Fig. 1: run 1, clock routing
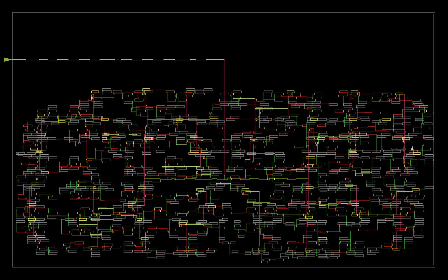
Fig. 2: run 1, metal layers overlaid
Only two layers are drawn.
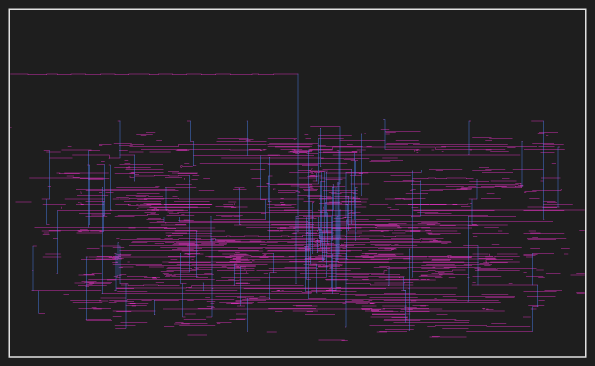
Fig. 3: run 1, cells by drive strength
The bar under the picture is 200 µm long.
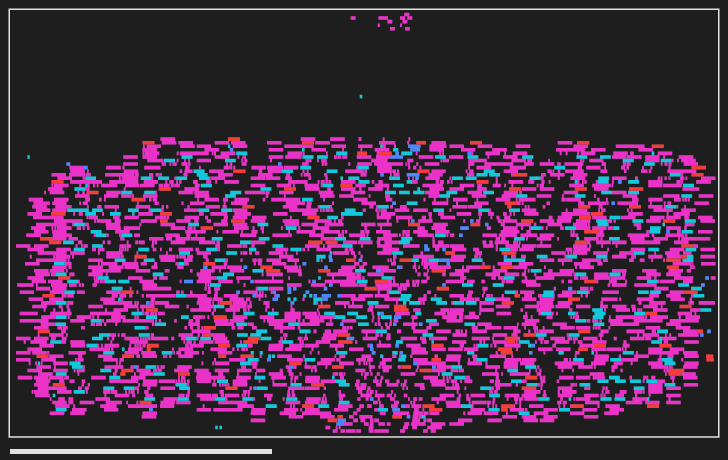
Fig. 4: run 1, the metal 2 layer
Cells faint in the background.
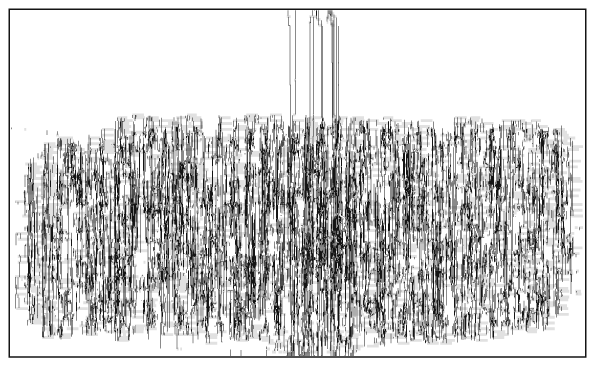
`src/rtl/map_ctrl_pkg.sv`:
```
// Shared constants and types for the tile-map controller.
// Playfield geometry, tile codes and controller states.
package map_pkg;

  localparam int MAP_W    = 20;
  localparam int MAP_H    = 15;
  localparam int MAP_SIZE = MAP_W * MAP_H;

  localparam logic [2:0] TILE_EMPTY = 3'd0;
  localparam logic [2:0] TILE_WALL  = 3'd1;
  localparam logic [2:0] TILE_BRICK = 3'd2;
  localparam logic [2:0] TILE_BOMB  = 3'd3;
  localparam logic [2:0] TILE_FIRE  = 3'd4;

  typedef enum logic {
    LOAD,
    READY
  } state_t;

endpackage

```
`src/rtl/map_ctrl_if.sv`:
```
// Game-logic access port: two requesters sharing one r/w port.
// Master side drives requests, slave side returns ack/rdata.
interface map_ctrl_if #(
  parameter int ADDR_W = 9,
  parameter int TILE_W = 3
);

  logic [1:0]        req;
  logic [1:0]        we;
  logic [ADDR_W-1:0] addr0;
  logic [ADDR_W-1:0] addr1;
  logic [TILE_W-1:0] wdata0;
  logic [TILE_W-1:0] wdata1;
  logic [1:0]        ack;
  logic [TILE_W-1:0] rdata;

  modport master (
    output req, we, addr0, addr1,
    output wdata0, wdata1,
    input  ack, rdata
  );

  modport slave (
    input  req, we, addr0, addr1,
    input  wdata0, wdata1,
    output ack, rdata
  );

endinterface

```
`src/rtl/map_ctrl_ram.sv`:
```
// Map store: one sync r/w port (loader/arbiter), one sync read port (VGA).
// Out-of-range reads return 0 and out-of-range writes are dropped.
module map_ram #(
  parameter int DEPTH  = 300,
  parameter int ADDR_W = 9,
  parameter int TILE_W = 3
)(
  input  logic              clk,
  input  logic              rst_n,
  input  logic              i_a_en,
  input  logic              i_a_we,
  input  logic [ADDR_W-1:0] i_a_addr,
  input  logic [TILE_W-1:0] i_a_wdata,
  output logic [TILE_W-1:0] o_a_q,
  input  logic [ADDR_W-1:0] i_b_addr,
  output logic [TILE_W-1:0] o_b_q
);

  localparam logic [ADDR_W-1:0] L_SIZE =
    ADDR_W'(DEPTH);

  logic [TILE_W-1:0] r_mem [DEPTH];

  logic w_a_ok;
  logic w_b_ok;

  assign w_a_ok = (i_a_addr < L_SIZE);
  assign w_b_ok = (i_b_addr < L_SIZE);

  always_ff @(posedge clk) begin
    if (i_a_en && i_a_we && w_a_ok) begin
      r_mem[i_a_addr] <= i_a_wdata;
    end
  end

  // Nonblocking reads give read-before-write on a shared address.
  always_ff @(posedge clk) begin
    if (!rst_n) begin
      o_a_q <= '0;
      o_b_q <= '0;
    end else begin
      o_b_q <= w_b_ok ? r_mem[i_b_addr] : '0;
      if (i_a_en && !i_a_we) begin
        o_a_q <= w_a_ok ? r_mem[i_a_addr] : '0;
      end
    end
  end

endmodule

```
`src/rtl/map_ctrl.sv`:
```
// Tile-map controller: ROM load FSM, round-robin game port arbiter,
// and a never-stalled VGA read port over the shared map store.
module map_ctrl
  import map_pkg::*;
#(
  parameter int MAP_SIZE = 300,
  parameter int ADDR_W   = 9,
  parameter int TILE_W   = 3
)(
  input  logic              clk,
  input  logic              rst_n,
  input  logic              restart,
  output logic [ADDR_W-1:0] rom_addr,
  input  logic [TILE_W-1:0] rom_q,
  output logic              map_ready,
  input  logic [ADDR_W-1:0] vga_addr,
  output logic [TILE_W-1:0] vga_q,
  map_ctrl_if.slave         gp
);

  localparam logic [ADDR_W-1:0] L_LAST =
    ADDR_W'(MAP_SIZE - 1);

  state_t            r_state;
  state_t            w_next;
  logic [ADDR_W-1:0] r_cnt;
  logic [1:0]        r_ack;
  logic              r_last;

  logic [1:0]        w_elig;
  logic [1:0]        w_gnt;
  logic              w_a_en;
  logic              w_a_we;
  logic [ADDR_W-1:0] w_a_addr;
  logic [TILE_W-1:0] w_a_wdata;
  logic [TILE_W-1:0] w_a_q;

  assign map_ready = (r_state == READY);
  assign gp.ack    = r_ack;
  assign gp.rdata  = w_a_q;

  always_comb begin
    w_next    = r_state;
    w_gnt     = '0;
    w_elig    = gp.req & ~r_ack;
    w_a_en    = 1'b0;
    w_a_we    = 1'b0;
    w_a_addr  = '0;
    w_a_wdata = '0;
    rom_addr  = '0;
    unique case (r_state)
      LOAD: begin
        rom_addr  = r_cnt;
        w_a_en    = 1'b1;
        w_a_we    = 1'b1;
        w_a_addr  = r_cnt;
        w_a_wdata = rom_q;
        if (r_cnt == L_LAST) begin
          w_next = READY;
        end
      end
      READY: begin
        // A restart in the same cycle cancels the grant.
        if (!restart) begin
          if (&w_elig) begin
            w_gnt = r_last ? 2'b01 : 2'b10;
          end else begin
            w_gnt = w_elig;
          end
        end
        unique case (1'b1)
          w_gnt[0]: begin
            w_a_en    = 1'b1;
            w_a_we    = gp.we[0];
            w_a_addr  = gp.addr0;
            w_a_wdata = gp.wdata0;
          end
          w_gnt[1]: begin
            w_a_en    = 1'b1;
            w_a_we    = gp.we[1];
            w_a_addr  = gp.addr1;
            w_a_wdata = gp.wdata1;
          end
          default: ;
        endcase
      end
      default: ;
    endcase
    if (restart) begin
      w_next = LOAD;
    end
  end

  always_ff @(posedge clk) begin
    if (!rst_n) begin
      r_state <= LOAD;
      r_cnt   <= '0;
      r_ack   <= '0;
      r_last  <= 1'b1;
    end else begin
      r_state <= w_next;
      r_ack   <= w_gnt;
      if (|w_gnt) begin
        r_last <= w_gnt[1];
      end
      if (restart || r_state != LOAD) begin
        r_cnt <= '0;
      end else if (r_cnt == L_LAST) begin
        r_cnt <= '0;
      end else begin
        r_cnt <= r_cnt + 1'b1;
      end
    end
  end

  map_ram #(
    .DEPTH  (MAP_SIZE),
    .ADDR_W (ADDR_W),
    .TILE_W (TILE_W)
  ) u_ram (
    .clk       (clk),
    .rst_n     (rst_n),
    .i_a_en    (w_a_en),
    .i_a_we    (w_a_we),
    .i_a_addr  (w_a_addr),
    .i_a_wdata (w_a_wdata),
    .o_a_q     (w_a_q),
    .i_b_addr  (vga_addr),
    .o_b_q     (vga_q)
  );

endmodule

```
`src/flat_wrapper.sv`:
```
// flat-port wrapper written by rule: the top's interface ports become plain ports
module map_ctrl_flat import map_pkg::*;
#(
  parameter int MAP_SIZE = 300,
  parameter int ADDR_W   = 9,
  parameter int TILE_W   = 3
)
  (clk, rst_n, restart, rom_addr, rom_q, map_ready, vga_addr, vga_q, gp_req, gp_we, gp_addr0, gp_addr1, gp_wdata0, gp_wdata1, gp_ack, gp_rdata);
  map_ctrl_if #(.ADDR_W(ADDR_W), .TILE_W(TILE_W)) gp_i ();
  input  logic clk;
  input  logic rst_n;
  input  logic restart;
  output logic [ADDR_W-1:0] rom_addr;
  input  logic [TILE_W-1:0] rom_q;
  output logic map_ready;
  input  logic [ADDR_W-1:0] vga_addr;
  output logic [TILE_W-1:0] vga_q;
  input wire logic [$bits(gp_i.req)-1:0] gp_req;
  input wire logic [$bits(gp_i.we)-1:0] gp_we;
  input wire logic [$bits(gp_i.addr0)-1:0] gp_addr0;
  input wire logic [$bits(gp_i.addr1)-1:0] gp_addr1;
  input wire logic [$bits(gp_i.wdata0)-1:0] gp_wdata0;
  input wire logic [$bits(gp_i.wdata1)-1:0] gp_wdata1;
  output wire logic [$bits(gp_i.ack)-1:0] gp_ack;
  output wire logic [$bits(gp_i.rdata)-1:0] gp_rdata;
  assign gp_i.req = gp_req;
  assign gp_i.we = gp_we;
  assign gp_i.addr0 = gp_addr0;
  assign gp_i.addr1 = gp_addr1;
  assign gp_i.wdata0 = gp_wdata0;
  assign gp_i.wdata1 = gp_wdata1;
  assign gp_ack = gp_i.ack;
  assign gp_rdata = gp_i.rdata;
  map_ctrl #(.MAP_SIZE(MAP_SIZE), .ADDR_W(ADDR_W), .TILE_W(TILE_W)) u_core (.clk(clk), .rst_n(rst_n), .restart(restart), .rom_addr(rom_addr), .rom_q(rom_q), .map_ready(map_ready), .vga_addr(vga_addr), .vga_q(vga_q), .gp(gp_i));
endmodule
```
`config.mk`:
```
export PLATFORM = sky130hd
export DESIGN_NAME = map_ctrl_flat
export DESIGN_NICKNAME = d
export VERILOG_FILES = /design/src/rtl/map_ctrl_pkg.sv /design/src/rtl/map_ctrl_if.sv /design/src/rtl/map_ctrl_ram.sv /design/src/rtl/map_ctrl.sv /design/src/flat_wrapper.sv
export SDC_FILE = /design/constraint.sdc
export NUM_CORES = 1
export LEC_CHECK = 0
export ABC_CLOCK_PERIOD_IN_PS = 19400
export CORE_ASPECT_RATIO = 0.6
export CORE_MARGIN = 1.5
export CORE_UTILIZATION = 26
export CTS_CLUSTER_SIZE = 40
export DETAILED_ROUTE_END_ITERATION = 8
export GPL_ROUTABILITY_DRIVEN = 0
export PLACE_DENSITY = 0.43
export REMOVE_ABC_BUFFERS = 1
export SLEW_MARGIN = 30
export SYNTH_ARGS = -nofsm -noshare
export SYNTH_HDL_FRONTEND = slang
export SYNTH_SLANG_ARGS = --single-unit
```
`constraint.sdc`:
```
create_clock -name clk -period 19.4 [get_ports clk]
set_clock_uncertainty 0.2 [all_clocks]
set_input_delay 5.82 -clock clk [delete_from_list [all_inputs] [get_ports clk]]
set_output_delay 5.82 -clock clk [all_outputs]
set_load 0.1 [all_outputs]
```
==> flow_summary.ini, run 1 <==
; implementation run metrics
[drt]
ant_nets = 0
drc = 0
drt_iter0_drc = 5003
wl_um = 187000
wl_met1_um = 87500
top_layer = met5

[worst_setup_path]
crit_required_ns = 19.74
endpoint_kind = flip-flop
critPathSlowestCell = nand3_1
crit_fanout = 137
cp.depth = 14
worstPathArrival_ns = 11.85
criticalPathCategory = in -> reg

[timing]
fin_ws_ns = 7.89
whs_ns = 0.334
slew_headroom = 0.290
hold_viol = 0
period_used_share = 0.593

[clock_tree]
hold_buffers = 0
ctsResizeCount = 0

[grt]
grt.met2_usage = 0.269
grt_pass1_wl_um = 259000
antenna_found_initial = 16

[pwr]
finalPower_mw = 4.43
ir_worst_vdd_uv = 57.5
p_sw_mw = 1.06

[worst_hold_path]
min_to = u_core.r_last
hold_start = u_core.r_last
min_path_cells = 1

[status]
status = complete, no violations

[cells_and_area]
syn_to_final_growth_pct = 14.3
buf_share = 0.0293
area.combinational_um2 = 16700
buffers = 149
comb_share = 0.324
largest_register = u_core.u_ram.r_mem

[logic_synthesis]
syn_avg_cell_area_um2 = 12.9
flop_cell = edfxtp_1

[job]
drv_cap = 0

[die]
fp_util = 0.262
## Picture notes: Fig. 1
Late-Pin Clk Latency: 0.71 ns
registers: 919
Clock group: 1.88 mW

## Picture notes: Fig. 2
legend:
  metal 3:
    colour: magenta
    wire_length: 23.0 mm
  metal 4:
    colour: blue
    wire_length: 4,410 µm

## Picture notes: Fig. 3
legend:
  _3 and _4 cells:
    colour: blue
    cells: 91
    share: 2.6%
    most_used: buf_4
  _2 cells:
    colour: cyan
    cells: 359
    share: 10%
    most_used: mux4_2
  _0 and _1 cells:
    colour: magenta
    cells: 2,947
    share: 83%
    most_used: edfxtp_1
  _6 and larger:
    colour: red
    cells: 135
    share: 3.8%
    most_used: clkbuf_16

## Picture notes: Fig. 4
share of all routed wire: 39%
wire length on this layer: 72.3 mm
nets with wire on the layer: 2,942
longest straight run: 124 µm
main direction: vertical

Fig. 5: run 1, the metal 4 layer
The bar under the picture is 200 µm long. Cells faint in the background.
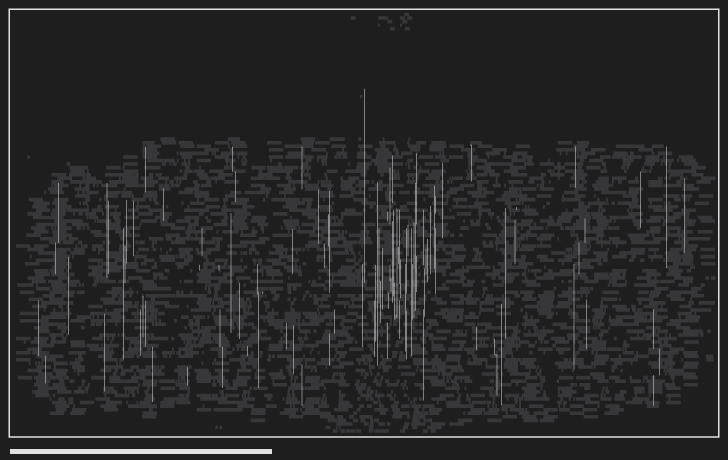

--- run 2 (diff from run 1) ---
ABC_CLOCK_PERIOD_IN_PS = 11400   (was 19400)
clock period = 11.4 ns   (was 19.4 ns; I/O delays follow)
Fig. 6: run 2, the metal 4 layer
The bar under the picture is 200 µm long. Cells faint in the background.
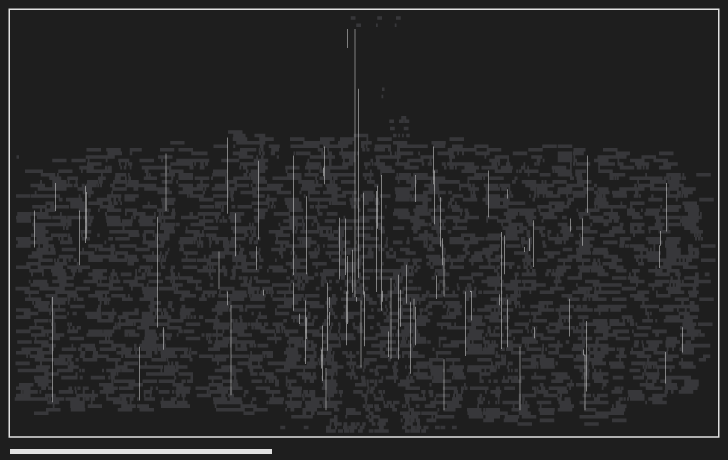
main direction: vertical
longest straight run: 205 µm

Fig. 7: run 2, cells by drive strength
The bar under the picture is 200 µm long.
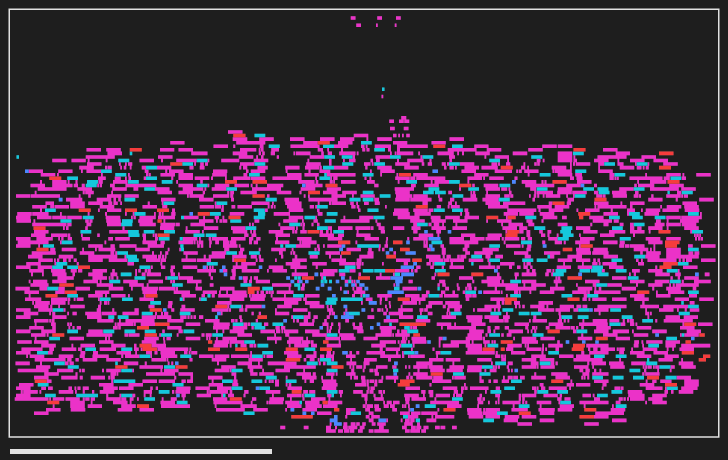
legend:
  _6 and larger:
    colour: red
    cells: 124
    share: 3.5%
    most_used: clkbuf_16
  _0 and _1 cells:
    colour: magenta
    cells: 2,968
    share: 84%
    most_used: edfxtp_1
  _3 and _4 cells:
    colour: blue
    cells: 100
    share: 2.8%
    most_used: buf_4
  _2 cells:
    colour: cyan
    cells: 341
    share: 9.7%
    most_used: mux4_2

==> run 2 against run 1 <==
  * Critical endpoint is now u_core.u_ram.r_mem[39][1]
  * Flip-flop count unchanged
  * Non-clock buffer count up 10
  * Area after synthesis did not move
  * Setup slack got worse by 4.9 ns
==> flow_summary.ini, run 2 <==
; implementation run metrics
[cells_and_area]
fin_nets = 3510
diodes = 0
area.combinational_um2 = 16600
syn_to_final_growth_pct = 13.6
seqCellArea_um2 = 27400
comb_cells = 2283
seq_cells = 919
clk_share = 0.0552
seq_area_frac = 0.534
comb_share = 0.325
buf_share = 0.0288
largest_register = u_core.u_ram.r_mem
final_cells = 5813
buffers = 159

[logic_synthesis]
adder_share = 0.000277
flop_cell = edfxtp_1
synth-xor-area-share = 0.00136
syn_avg_cell_area_um2 = 12.9
synthArstFlopShare = 0
netlist_area_um2 = 45100
yosys.area_share.simple = 0.140
synthAoiAreaFrac = 0.0585
logic_family = multiplexers
synth_dominant_cell_count = edfxtp_1
ys_area_um2 = 45100
synth-cells-yosys = 3505
synth.distinct_cells = 64

[die]
io_pins = 61
fp_util = 0.262

[drt]
top_layer = met4
wl_met1_um = 86900
wl_um = 189000
viasPerCell = 5.67
drc = 0
num_vias = 32964
drt_iter0_drc = 4908
ant_nets = 0

[grt]
grt_pass1_vias = 30624
grt_max_degree = 152
antenna_found_initial = 11
grt_use_total = 0.210
grt_pass1_wl_um = 261000
grt.met2_usage = 0.277

[clock_tree]
clkSinkCount = 919
insertion_delay_ns = 0.70
ctsResizeCount = 0
hold_buffers = 0
cts_tree = yes
cts_htree_levels = 3

[pwr]
p_comb_mw = 0.618
p_sw_mw = 1.79
p_leak_nw = 16.2
power_leader = sequential cells
seq-power_mw = 3.71
p_comb_frac = 0.084
powerClk_mw = 3.08
power_frac_seq = 0.501
clkPwrFrac = 0.415
finalPower_mw = 7.40
ir_worst_vdd_uv = 94.3

[timing]
setup_viol = 0
slew_headroom = 0.192
hold_viol = 0
fin_ws_ns = 2.95
whs_ns = 0.352
rsz0062_at_grt = no
period_used_share = 0.741
fin_crit_ns = 8.45
worst_pin_slew_ns = 1.21

[job]
drv_cap = 0
warning_count = 31

[worst_setup_path]
r2r_cells = 11
crit_buf_inv = 3
worstPathArrival_ns = 8.59
cp.depth = 13
critPathSlowestCell = nor2_1
worstPathCellList = clkdlybuf4s50_1 > or3b_2 > nand2_1 > o221ai_4 > buf_4 > nand2_1 > buf_4 > a21oi_1 > o21ai_0 > nand2_1 > nor2_1 > nand2_1 > nor2_1
setup.worst_path.end = u_core.u_ram.r_mem[39][1]
crit_required_ns = 11.54
crit_fanout = 16
crit_family = simple AND/OR/NAND/NOR gates
criticalPathCategory = in -> reg
endpoint_kind = flip-flop

[placement]
placed_cells = 5660
dp_slack_ns = 2.47

[worst_hold_path]
min_to = u_core.r_cnt[0]
min_path_cells = 1
hold_start = u_core.r_cnt[0]

[status]
status = complete, no violations
Power figures rest on the tool's default switching activity, not on a simulated workload.
